==> config.mk <==
export PLATFORM = sky130hd
export DESIGN_NAME = bday_digit_scanner
export DESIGN_NICKNAME = d
export VERILOG_FILES = /design/src/rtl/bday_digit_scanner_pkg.sv /design/src/rtl/seg7_decode.sv /design/src/rtl/bday_digit_scanner.sv
export SDC_FILE = /design/constraint.sdc
export NUM_CORES = 1
export LEC_CHECK = 0
export CORE_MARGIN = 2
export CORE_UTILIZATION = 35
export CTS_BUF_LIST = sky130_fd_sc_hd__clkbuf_4
export CTS_CLUSTER_DIAMETER = 60
export DETAILED_ROUTE_END_ITERATION = 12
export GPL_TIMING_DRIVEN = 0
export SETUP_SLACK_MARGIN = 0.1
export SYNTH_ARGS = -nofsm -noshare
export SYNTH_HDL_FRONTEND = slang
export SYNTH_HIERARCHICAL = 1
export SYNTH_SLANG_ARGS = --single-unit
==> constraint.sdc <==
create_clock -name CLK -period 2.5 [get_ports CLK]
set_clock_uncertainty 0.05 [all_clocks]
set_input_delay 0.375 -clock CLK [delete_from_list [all_inputs] [get_ports CLK]]
set_output_delay 0.375 -clock CLK [all_outputs]
set_load 0.01 [all_outputs]
==> src/rtl/bday_digit_scanner_pkg.sv <==
// Shared constants for the birthday digit scanner: seven-segment encodings
// and the default scan prescale.
package bday_digit_scanner_pkg;

    localparam int SCAN_DIV_DEFAULT = 4;

    localparam int NUM_POS = 8;
    localparam int CODE_W  = 4;
    localparam int SEG_W   = 7;

    // Segment bit order is {g,f,e,d,c,b,a}, active-high.
    localparam logic [SEG_W-1:0] SEG_DIGIT_0 = 7'h3F;
    localparam logic [SEG_W-1:0] SEG_DIGIT_1 = 7'h06;
    localparam logic [SEG_W-1:0] SEG_DIGIT_2 = 7'h5B;
    localparam logic [SEG_W-1:0] SEG_DIGIT_3 = 7'h4F;
    localparam logic [SEG_W-1:0] SEG_DIGIT_4 = 7'h66;
    localparam logic [SEG_W-1:0] SEG_DIGIT_5 = 7'h6D;
    localparam logic [SEG_W-1:0] SEG_DIGIT_6 = 7'h7D;
    localparam logic [SEG_W-1:0] SEG_DIGIT_7 = 7'h07;
    localparam logic [SEG_W-1:0] SEG_DIGIT_8 = 7'h7F;
    localparam logic [SEG_W-1:0] SEG_DIGIT_9 = 7'h6F;
    localparam logic [SEG_W-1:0] SEG_DASH    = 7'h40;
    localparam logic [SEG_W-1:0] SEG_BLANK   = 7'h00;

    localparam logic [CODE_W-1:0] CODE_BLANK = 4'hF;

    // Position enable for a 3-bit scan index.
    function automatic logic [NUM_POS-1:0] pos_onehot(input logic [2:0] idx);
        pos_onehot = 8'h01 << idx;
    endfunction

endpackage

==> src/rtl/seg7_decode.sv <==
// Combinational digit-code to seven-segment decoder: 0-9 digits,
// 10-14 dash, 15 blank.
module seg7_decode
    import bday_digit_scanner_pkg::*;
(
    input  logic [CODE_W-1:0] code,
    output logic [SEG_W-1:0]  seg
);

    always_comb begin
        seg = SEG_BLANK;
        case (code)
            4'd0:    seg = SEG_DIGIT_0;
            4'd1:    seg = SEG_DIGIT_1;
            4'd2:    seg = SEG_DIGIT_2;
            4'd3:    seg = SEG_DIGIT_3;
            4'd4:    seg = SEG_DIGIT_4;
            4'd5:    seg = SEG_DIGIT_5;
            4'd6:    seg = SEG_DIGIT_6;
            4'd7:    seg = SEG_DIGIT_7;
            4'd8:    seg = SEG_DIGIT_8;
            4'd9:    seg = SEG_DIGIT_9;
            4'd10,
            4'd11,
            4'd12,
            4'd13,
            4'd14:   seg = SEG_DASH;
            default: seg = SEG_BLANK;
        endcase
    end

endmodule

==> src/rtl/bday_digit_scanner.sv <==
// Eight-position multiplexed seven-segment driver with a write-side digit
// buffer and a frame-complete pulse once every position has been written.
module bday_digit_scanner
    import bday_digit_scanner_pkg::*;
#(
    parameter int SCAN_DIV = SCAN_DIV_DEFAULT
) (
    input  logic              CLK,
    input  logic              RST,
    input  logic              wr_en,
    input  logic [2:0]        wr_addr,
    input  logic [CODE_W-1:0] wr_data,
    output logic [SEG_W-1:0]  seg,
    output logic [NUM_POS-1:0] an,
    output logic              frame_done
);

    localparam int PRE_W = (SCAN_DIV > 1) ? $clog2(SCAN_DIV) : 1;
    localparam logic [PRE_W-1:0] PRE_LAST = PRE_W'(SCAN_DIV - 1);

    logic [CODE_W-1:0]  buf_p0 [NUM_POS];
    logic [PRE_W-1:0]   pre_p0;
    logic [2:0]         idx_p0;
    logic [NUM_POS-1:0] mask_p0;

    logic [CODE_W-1:0]  cur_code;
    logic [SEG_W-1:0]   seg_dec;
    logic [NUM_POS-1:0] wr_bit;
    logic [NUM_POS-1:0] mask_set;
    logic               frame_full;
    logic               pre_wrap;

    assign cur_code   = buf_p0[idx_p0];
    assign pre_wrap   = (pre_p0 == PRE_LAST);
    assign wr_bit     = wr_en ? pos_onehot(wr_addr) : '0;
    assign mask_set   = mask_p0 | wr_bit;
    assign frame_full = &mask_set;

    seg7_decode u_dec (
        .code (cur_code),
        .seg  (seg_dec)
    );

    // Stage p0: digit buffer, free-running scan counters and written mask
    always_ff @(posedge CLK or posedge RST) begin
        if (RST) begin
            for (int i = 0; i < NUM_POS; i++) begin
                buf_p0[i] <= CODE_BLANK;
            end
            pre_p0  <= '0;
            idx_p0  <= '0;
            mask_p0 <= '0;
        end else begin
            if (wr_en) begin
                buf_p0[wr_addr] <= wr_data;
            end
            if (pre_wrap) begin
                pre_p0 <= '0;
                idx_p0 <= idx_p0 + 3'd1;
            end else begin
                pre_p0 <= pre_p0 + PRE_W'(1);
            end
            // The completing write clears the mask in the same edge, so the
            // next write always starts a fresh frame.
            mask_p0 <= frame_full ? '0 : mask_set;
        end
    end

    // Stage p1: registered display drive and frame pulse
    always_ff @(posedge CLK or posedge RST) begin
        if (RST) begin
            seg        <= SEG_BLANK;
            an         <= 8'h01;
            frame_done <= 1'b0;
        end else begin
            seg        <= seg_dec;
            an         <= pos_onehot(idx_p0);
            frame_done <= frame_full;
        end
    end

endmodule

met3.png
The bar under the picture is 20 µm long.
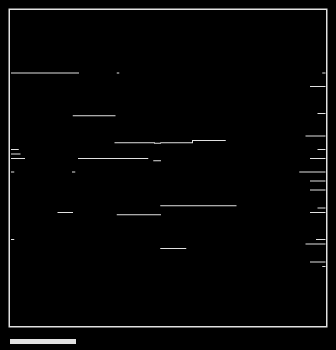
share of all routed wire: 4.0%
nets with wire on the layer: 23
main direction: horizontal
wire length on this layer: 204 µm
longest straight run: 22.8 µm

met4.png
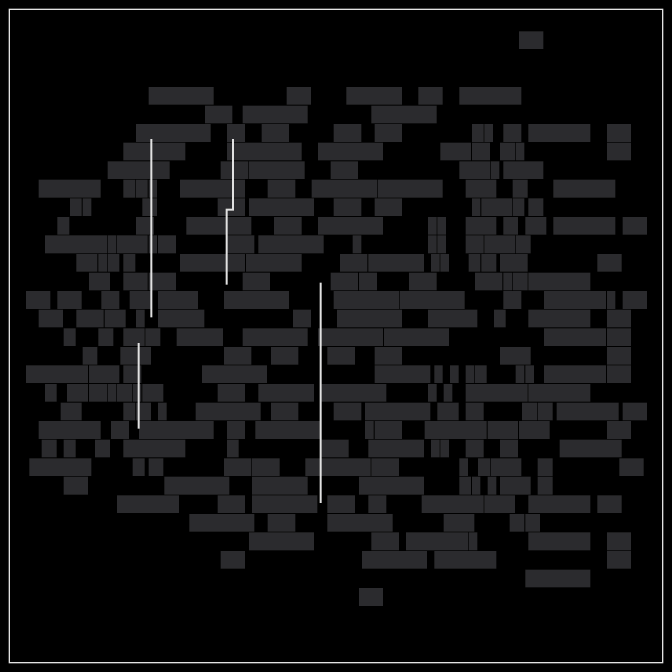
main direction: vertical
wire length on this layer: 92.0 µm

## through the flow
step                      utilization  hold slack [ps]  TNS (ps)  std cells  worst slack [ps]
after global routing            0.429              391         0        364               157
final                           0.429              376         0        364               306
after floorplan                     -              353         0        218               450
after CTS                       0.429              380         0        364               119
after detailed placement        0.407              366         0        348              81.7
after global placement          0.404              363    -13400        347              -483
## state kept, by name (all words and copies together), names as in the netlist
register,count
seg,7
mask_p0,8
an,8
frame_done,1
pre_p0,2
idx_p0,3
buf_p0,32
## timing repair
action / 4_1_cts / 5_1_grt
setup endpoints to repair: 3 / 5
hold buffers: 0 / 0
hold endpoints to repair: 0 / 0
resized: 1 / 3
setup buffers: 0 / 0
gates cloned: 0 / 0
==> reports/results.ini <==
[run_status]
status = completed

[global_routing]
grt-ovfl-total = 0
grt.total_usage = 0.135
met2_usage = 0.219
grt_first_pass_wirelength_um = 9070

[clock_network]
cts_tree = built
cts.sinks = 61
clock_latency_ps = 410
clk_pin_slew_ps = 110

[floorplan]
num_tap_cells = 105
die_y_um = 95.5
initCoreUtil = 0.359
core_area_mm2 = 0.00818
fp.dieArea_mm2 = 0.00913
ios = 26

[synthesis]
ys_sh_simple = 0.128
ff_type = dfstp_2
syn_avg_cell_area_um2 = 13.5
yosys-top-cells-area = dfstp_2, dfrtp_1, mux2_2, mux4_2, ha_1
synth_top_area_share = 0.296
muxShareOfSynthArea = 0.188
xor_share = 0.00299
largest_area_cell = dfstp_2

[finish]
largest_cell_class = sequential cells
final_cell_mix = dfstp_2, mux2_2, dfrtp_1
register_area_mm2 = 0.00157
seq_share = 0.447
buf_share = 0.0935
nNonClkBuffers = 34
combGateArea_mm2 = 0.00127
clock_buffers = 10
drive_above_1_share = 0.402

[pwr]
p_comb_mw = 0.682
power.switching_mw = 0.773
powerSeq_mw = 1.39
power_leader = sequential cells
ir_drop_v = 0.000612

[worst_setup_path]
endpoint = seg[4]$_DFF_PP0_
critical-path-slowest-cell = mux4_2
critPathMaxFanout = 10
cp-start-kind = register
worstPathRequired_ps = 2770

[placement]
place_hpwl_um = 3580
dpl-instance-area_mm2 = 0.00332

[drt]
dr.pass1.iters = 4
met2_length_um = 2500

[job]
warnings = 35

[final_timing]
finalSetupViolCount = 0
finalClockPeriodUsage = 0.877

